### config.mk
export PLATFORM = sky130hd
export DESIGN_NAME = ras_stack
export DESIGN_NICKNAME = d
export VERILOG_FILES = /design/src/rtl/ras_stack.sv
export SDC_FILE = /design/constraint.sdc
export NUM_CORES = 1
export LEC_CHECK = 0
export ABC_AREA = 1
export CORE_ASPECT_RATIO = 1.75
export CORE_MARGIN = 3
export CORE_UTILIZATION = 45
export DETAILED_ROUTE_END_ITERATION = 8
export PLACE_DENSITY = 0.77
export SETUP_SLACK_MARGIN = 0.1
export SLEW_MARGIN = 20
export SYNTH_ARGS = -nofsm -noshare
export SYNTH_HDL_FRONTEND = slang
export SYNTH_SLANG_ARGS = --single-unit
export TNS_END_PERCENT = 50
### constraint.sdc
create_clock -name clk -period 5 [get_ports clk]
set_input_delay 1.25 -clock clk [delete_from_list [all_inputs] [get_ports clk]]
set_output_delay 1.25 -clock clk [all_outputs]
set_load 0.005 [all_outputs]
### src/rtl/ras_stack.sv
// rtl/ras_stack.sv - clocked return-address stack with JAL/JALR link hint decode
// Optional statistics counters enabled by defining RAS_STATS_EN.
module ras_stack #(
    parameter int XLEN  = 32,
    parameter int DEPTH = 8,
    parameter int CNT_W = 16
) (
    input  logic                   clk,
    input  logic                   reset_in,
    input  logic                   valid_in,
    input  logic [6:0]             opcode,
    input  logic [4:0]             rd,
    input  logic [4:0]             rs1,
    input  logic [XLEN-1:0]        pc_in,
    input  logic [XLEN-1:0]        imm_in,
    input  logic [XLEN-1:0]        rs1_val,
    input  logic                   ckpt_in,
    input  logic                   flush_in,
    output logic                   pred_valid_out,
    output logic [XLEN-1:0]        pc_jmp_out,
    output logic                   pushras,
    output logic                   popras,
    output logic                   empty_out,
    output logic                   full_out,
    output logic                   overflow_out,
    output logic                   underflow_out,
`ifdef RAS_STATS_EN
    output logic [CNT_W-1:0]       push_cnt,
    output logic [CNT_W-1:0]       pop_cnt,
    output logic [CNT_W-1:0]       ovf_cnt,
    output logic [CNT_W-1:0]       unf_cnt,
`endif
    output logic [$clog2(DEPTH):0] depth_out
);
    localparam int PW = $clog2(DEPTH);
    localparam int CW = PW + 1;
    localparam logic [6:0] OP_JAL  = 7'b1101111;
    localparam logic [6:0] OP_JALR = 7'b1100111;

    if (CNT_W < 1 || DEPTH < 2) begin : g_bad_params
    end

    logic [XLEN-1:0] mem [DEPTH];
    logic [PW-1:0]   tos_q, tos_d, snap_tos_q, snap_tos_d, tos_m1;
    logic [CW-1:0]   count_q, count_d, snap_cnt_q, snap_cnt_d;
    logic [XLEN-1:0] pc_q, pc_d, link_addr, jalr_tgt, top_val;
    logic            pred_q, pred_d, push_q, push_d, pop_q, pop_d;
    logic            ovf_q, ovf_d, unf_q, unf_d;
    logic            mem_we;
    logic [PW-1:0]   mem_wa;
    logic            rd_link, rs_link, is_full, is_empty;

    assign rd_link   = (rd == 5'd1) || (rd == 5'd5);
    assign rs_link   = (rs1 == 5'd1) || (rs1 == 5'd5);
    assign tos_m1    = tos_q - PW'(1);
    assign link_addr = pc_in + XLEN'(4);
    assign jalr_tgt  = (rs1_val + imm_in) & ~XLEN'(1);
    assign top_val   = mem[tos_m1];
    assign is_full   = (count_q == CW'(DEPTH));
    assign is_empty  = (count_q == '0);

    always_comb begin
        tos_d      = tos_q;
        count_d    = count_q;
        snap_tos_d = snap_tos_q;
        snap_cnt_d = snap_cnt_q;
        pc_d       = pc_q;
        pred_d     = 1'b0;
        push_d     = 1'b0;
        pop_d      = 1'b0;
        ovf_d      = 1'b0;
        unf_d      = 1'b0;
        mem_we     = 1'b0;
        mem_wa     = tos_q;
        if (flush_in) begin
            tos_d   = snap_tos_q;
            count_d = snap_cnt_q;
        end else begin
            if (ckpt_in) begin
                snap_tos_d = tos_q;
                snap_cnt_d = count_q;
            end
            if (valid_in) begin
                pred_d = 1'b1;
                if (opcode == OP_JAL) begin
                    pc_d = pc_in + imm_in;
                    if (rd_link) begin
                        push_d = 1'b1;
                        mem_we = 1'b1;
                        tos_d  = tos_q + PW'(1);
                        if (is_full) ovf_d = 1'b1;
                        else         count_d = count_q + CW'(1);
                    end
                end else if (opcode == OP_JALR) begin
                    pc_d = jalr_tgt;
                    if (rs_link && !(rd_link && rd == rs1)) begin
                        // pop or pop+push: the return comes from the stack top when present
                        if (is_empty) begin
                            unf_d = 1'b1;
                        end else begin
                            pc_d  = top_val;
                            pop_d = 1'b1;
                        end
                    end
                    if (rd_link && rs_link && rd != rs1 && !is_empty) begin
                        push_d = 1'b1;
                        mem_we = 1'b1;
                        mem_wa = tos_m1;
                    end else if (rd_link) begin
                        push_d = 1'b1;
                        mem_we = 1'b1;
                        tos_d  = tos_q + PW'(1);
                        if (is_full) ovf_d = 1'b1;
                        else         count_d = count_q + CW'(1);
                    end else if (pop_d) begin
                        tos_d   = tos_m1;
                        count_d = count_q - CW'(1);
                    end
                end else begin
                    pc_d = link_addr;
                end
            end
        end
    end

    always_ff @(posedge clk) begin
        if (reset_in) begin
            tos_q      <= '0;
            count_q    <= '0;
            snap_tos_q <= '0;
            snap_cnt_q <= '0;
            pc_q       <= '0;
            pred_q     <= 1'b0;
            push_q     <= 1'b0;
            pop_q      <= 1'b0;
            ovf_q      <= 1'b0;
            unf_q      <= 1'b0;
        end else begin
            tos_q      <= tos_d;
            count_q    <= count_d;
            snap_tos_q <= snap_tos_d;
            snap_cnt_q <= snap_cnt_d;
            pc_q       <= pc_d;
            pred_q     <= pred_d;
            push_q     <= push_d;
            pop_q      <= pop_d;
            ovf_q      <= ovf_d;
            unf_q      <= unf_d;
        end
    end

    always_ff @(posedge clk) begin
        if (mem_we && !reset_in) mem[mem_wa] <= link_addr;
    end

`ifdef RAS_STATS_EN
    logic [CNT_W-1:0] push_cnt_q, pop_cnt_q, ovf_cnt_q, unf_cnt_q;
    always_ff @(posedge clk) begin
        if (reset_in) begin
            push_cnt_q <= '0;
            pop_cnt_q  <= '0;
            ovf_cnt_q  <= '0;
            unf_cnt_q  <= '0;
        end else begin
            if (push_d && push_cnt_q != '1) push_cnt_q <= push_cnt_q + CNT_W'(1);
            if (pop_d  && pop_cnt_q  != '1) pop_cnt_q  <= pop_cnt_q  + CNT_W'(1);
            if (ovf_d  && ovf_cnt_q  != '1) ovf_cnt_q  <= ovf_cnt_q  + CNT_W'(1);
            if (unf_d  && unf_cnt_q  != '1) unf_cnt_q  <= unf_cnt_q  + CNT_W'(1);
        end
    end
    assign push_cnt = push_cnt_q;
    assign pop_cnt  = pop_cnt_q;
    assign ovf_cnt  = ovf_cnt_q;
    assign unf_cnt  = unf_cnt_q;
`endif

    assign pred_valid_out = pred_q;
    assign pc_jmp_out     = pc_q;
    assign pushras        = push_q;
    assign popras         = pop_q;
    assign overflow_out   = ovf_q;
    assign underflow_out  = unf_q;
    assign empty_out      = is_empty;
    assign full_out       = is_full;
    assign depth_out      = count_q;
endmodule

Placement by cell class:
Scale bar: 50 um.
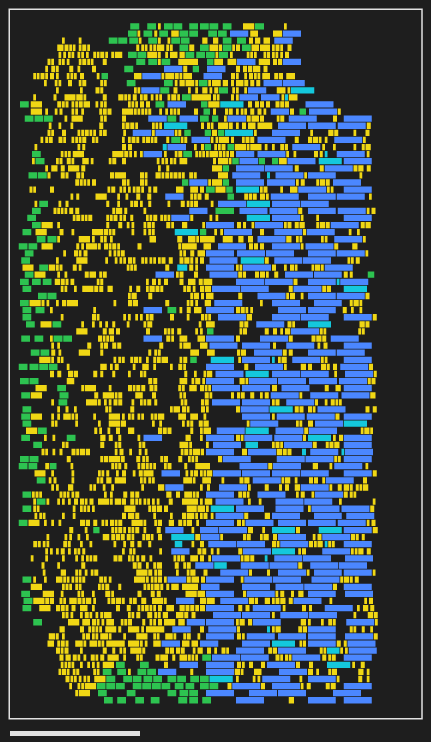
Key: flip-flops = blue [cells 307]; clock drivers and dummy loads = cyan [cells 42]; other buffers and delay cells = green [cells 187]; all other logic = yellow [cells 1832]

Clock nets:
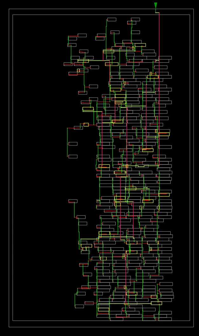
total CTS buffers: 24
num sequential: 307
Insertion Delay late pin: 0.54 ns
clock buffer count: 35
Clock Power: 1890 uW

==> Changelog: implementation <==
### Changed

- Status: finished clean
- Dominant comb cell: simple AND/OR/NAND/NOR gates
- Most frequent cell after synthesis: nand2_1
- Internal Pwr Total: 4267 uW
- Vias per inst: roughly 5.8
- Worst relative slew slack: roughly a third
- Signal buffers: around 190
- Routability congestion estimate: 1.091
- Ao+oa area frac: between 10% and 20%
- Total power per unit cell area: ~290 nW/um2
- Switching share of power: ~30%
- Layout non-clock buf frac: 8.640%
- Leading register cell type out of synthesis: edfxtp_1
- Placed cell area: 20260 um2
- Vias in the first global route: 17000
- Tap cell count: between 400 and 500
- Pre-Place Util: 45.87%
- DP Cell Count: between 2000 and 3000
- I/O Buffers: ~160
- Post-Syn Instances: between 2000 and 2500
- Worst path top cell family by delay: buffers and inverters
- Top cells, area: edfxtp_1 42%, nand2_1 11%, nor2_1 6.3%
- Crit. End Element: flop
- Initial antenna violation count: 0
- Yosys warns: 0
- # diodes: 0
- DRC Markers: 0
- Comb group: about 1400 uW
- FFs w/ async S/R, synth: 0%
- Vert. Die Dim: 271.5 um
- EDFF count, synth: roughly 260
- Wire length of the first global-routing pass: roughly 97 mm
- Total die size: approximately 43000 um2
- Final cell count without fillers: between 2000 and 3000
- Row Count: around 96
- Hold slack final: between 0.5 and 0.6 ns
- Overall Global Routing Usage: a little under 30%
- RSZ-0062 raised after global routing: false
- Syn nets: between 2000 and 2500
- Buf/Inv on CP: 4
- XOR/XNOR Area Share: 2.637%
- Register area: between 8000 and 9000 um2
- Final setup fails: 0
- Leakage Power: around 0.0085 uW
- Worst path cell trace: clkdlybuf4s50_1, ha_1, inv_1, fa_1, inv_1, nand3_1, nand2_1, a21oi_1, o21ai_0, nand2_1, nand2_1, nand2_1, nand3_1, nand3_1, nand2_1, inv_1
- Final WL: 64.44 mm
- Sequential area share after synthesis: between 40% and 50%
- Crit Path Category: in2reg
- Antenna-violating nets left: 0
- Clock network area share: approximately 3.6%
- Combinational power share: between 20% and 30%
- Place WS: 0.5061 ns
- H-tree depth: 1
- Flop pwr share: 46.5%
- Core region area: between 30000 and 40000 um2
- Yosys chip area: between 15000 and 20000 um2
- Largest class: sequential cells
- Simple-Gate Fraction of Synth Area: approximately a quarter
- Postcts setup bufs: 0
- DR iter-0 viols: 1470
- Highest ir drop seen on vdd: 0.2188 mV
- Ratio of cells with drive above 1 in the final layout: under 10%
- Critical path launch point type: primary input
- Max Cap Viol: 0
- CTS Buffer Depth: 3
- Yosys cell types: approximately 56
- Final Hold Fails: 0
- CP max stage delay: ~0.67 ns
- Least-Margin Pin Slew: between 1 and 1.5 ns
- Clk root buf: clkbuf_16
- Critical Path RT: between 5 and 6 ns
- Final core utilization: between 50 and 60%
- Top Consumer: sequential cells
- Slowest-stage cell, CP: clkdlybuf4s50_1
- Ports: between 150 and 200
- Clock-pin slew on the worst setup and hold paths: roughly 0.070 ns
- Grt total ovfl: 0
- Ys flops: 307
- Seq area share: 41.43%
- Total tool warning count: 28
- Slew Viols, Final: 0
- Minimum clock period after layout: around 4.0 ns
- Combinational gate area: about 8300 um2
- Power Sequential: 2820 uW
- TritonCTS clock tree: built
- CTS Hold Buffers Added: 0
- Final setup margin: between 0.9 and 1 ns
- Setup Skew: ~0.011 ns
- Vias: ~17000
- CTS resizes: 0
- # fillers: 3673
- Final Total Pwr: approximately 6100 uW
- Crit-path max FO: 10
- Syn avg cell area: about 8.2 um2
- Net count, final: 2538
- P&R area growth vs syn: 15.99%
- DR WL/cell: about 23 um
- Clk pwr share: 31.1%
- Adder Area Share: between 4 and 5%
- Top cells by count: 516 x nand2_1, 305 x nor2_1, 256 x edfxtp_1
- Hpwl dp: a little under 50 mm
- Logic share of the area: about two fifths
- Net load switching power: approximately 1800 uW
- Most common cell on crit path: nand2_1
- Synth mux share: 0.1104%
- Mapped Area: 18130 um2
- Drt pass-1 iters: 8
- Final worst path period share: roughly 80%
- Combinational gates: between 1500 and 2000
- Yosys Instances: ~2200
- Total negative slack: 0 ns
- Final instance area: 21030 um2
- Max Fclk: between 200 and 250 MHz
- Leading area contributor after synthesis: edfxtp_1
- Largest net degree at the start of global routing: a little under 100
- Arrival time at the worst endpoint: around 4.5 ns
- Top-area cell share: 42.41%
- Worst Hold Class: reg2reg
- CTS sink cnt: a little over 300
- Die W: between 150 and 200 um
- Non-clock inverters: about 230
Cell sizes after repair:
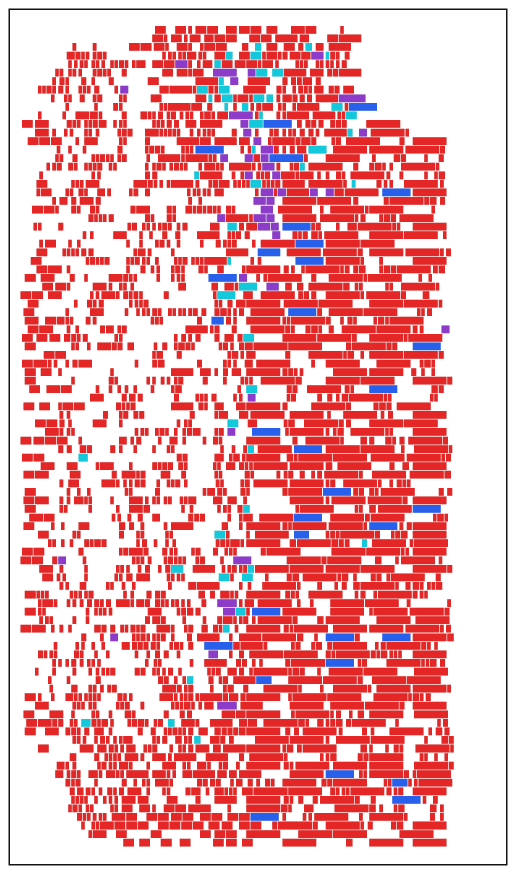
Key: drive 3 to 4 = purple [cells 44, share 1.9%, most used buf_4]; drive 6 and up = blue [cells 31, share 1.3%, most used clkbuf_16]; drive 2 = cyan [cells 50, share 2.1%, most used nand3_2]; drive 1 or less = red [cells 2243, share 95%, most used nand2_1]

## path summary, 6_finish.rpt
check / start / to / slack (ns) / depth (start not counted)
hold / removal: snap_tos_q[2]$_SDFFE_PP0P_ / snap_tos_q[2]$_SDFFE_PP0P_ / 0.51 / 2
setup reg to reg: tos_q[0]$_SDFFE_PP0P_ / mem[4][2]$_DFFE_PP_ / 1.22 / 8
setup / recovery: pc_in[0] / pc_jmp_out[30]$_SDFFE_PP0P_ / 0.99 / 16
hold reg to reg: snap_tos_q[2]$_SDFFE_PP0P_ / snap_tos_q[2]$_SDFFE_PP0P_ / 0.51 / 2
## cell usage in the layout (no fill, tap or decap), types with 9 or more instances in the layout
cell             count
a21oi_1            127
dfxtp_1             50
a31oi_1              9
buf_4               26
edfxtp_1           256
nor2_4              10
nand2_1            516
nand3_2             11
clkbuf_16           25
o21ai_0            197
o22ai_1             61
ha_1                66
nand3_1            118
xor2_1              34
inv_1              215
xnor2_1             15
o21ai_1             10
nand4_1             27
nor2_1             297
nor3_1              26
clkdlybuf4s50_1    160
o21bai_1            12
## routing by layer
| metal | vias up | GRT usage, % | wire length (um) |
|---|---|---|---|
| met2 | 798 | 53.75 | 33860 |
| met3 | 233 | 2.871 | 3750 |
| met5 | - | 0 | 0 |
| met4 | 0 | 21.37 | 5454 |
| met1 | 7866 | 31.59 | 21370 |
| li1 | 7781 | - | - |
## registers in the layout, indices dropped and copies added, names as in the netlist, 3 cells and up
register	cells
mem	256
pc_jmp_out	32
depth_out	4
snap_cnt_q	4
snap_tos_q	3
tos_q	3
## worst register-to-register path, stage by stage, from the launching register on
cell and delay, ns:
dfxtp_4 0.64, clkinv_2 0.53, ha_1 0.52, buf_4 0.60, o21ai_1 0.24, inv_1 0.14, nand2_1 0.13, nor2_4 0.10
buf_4 0.46
Power and IR drop assume default switching activity.
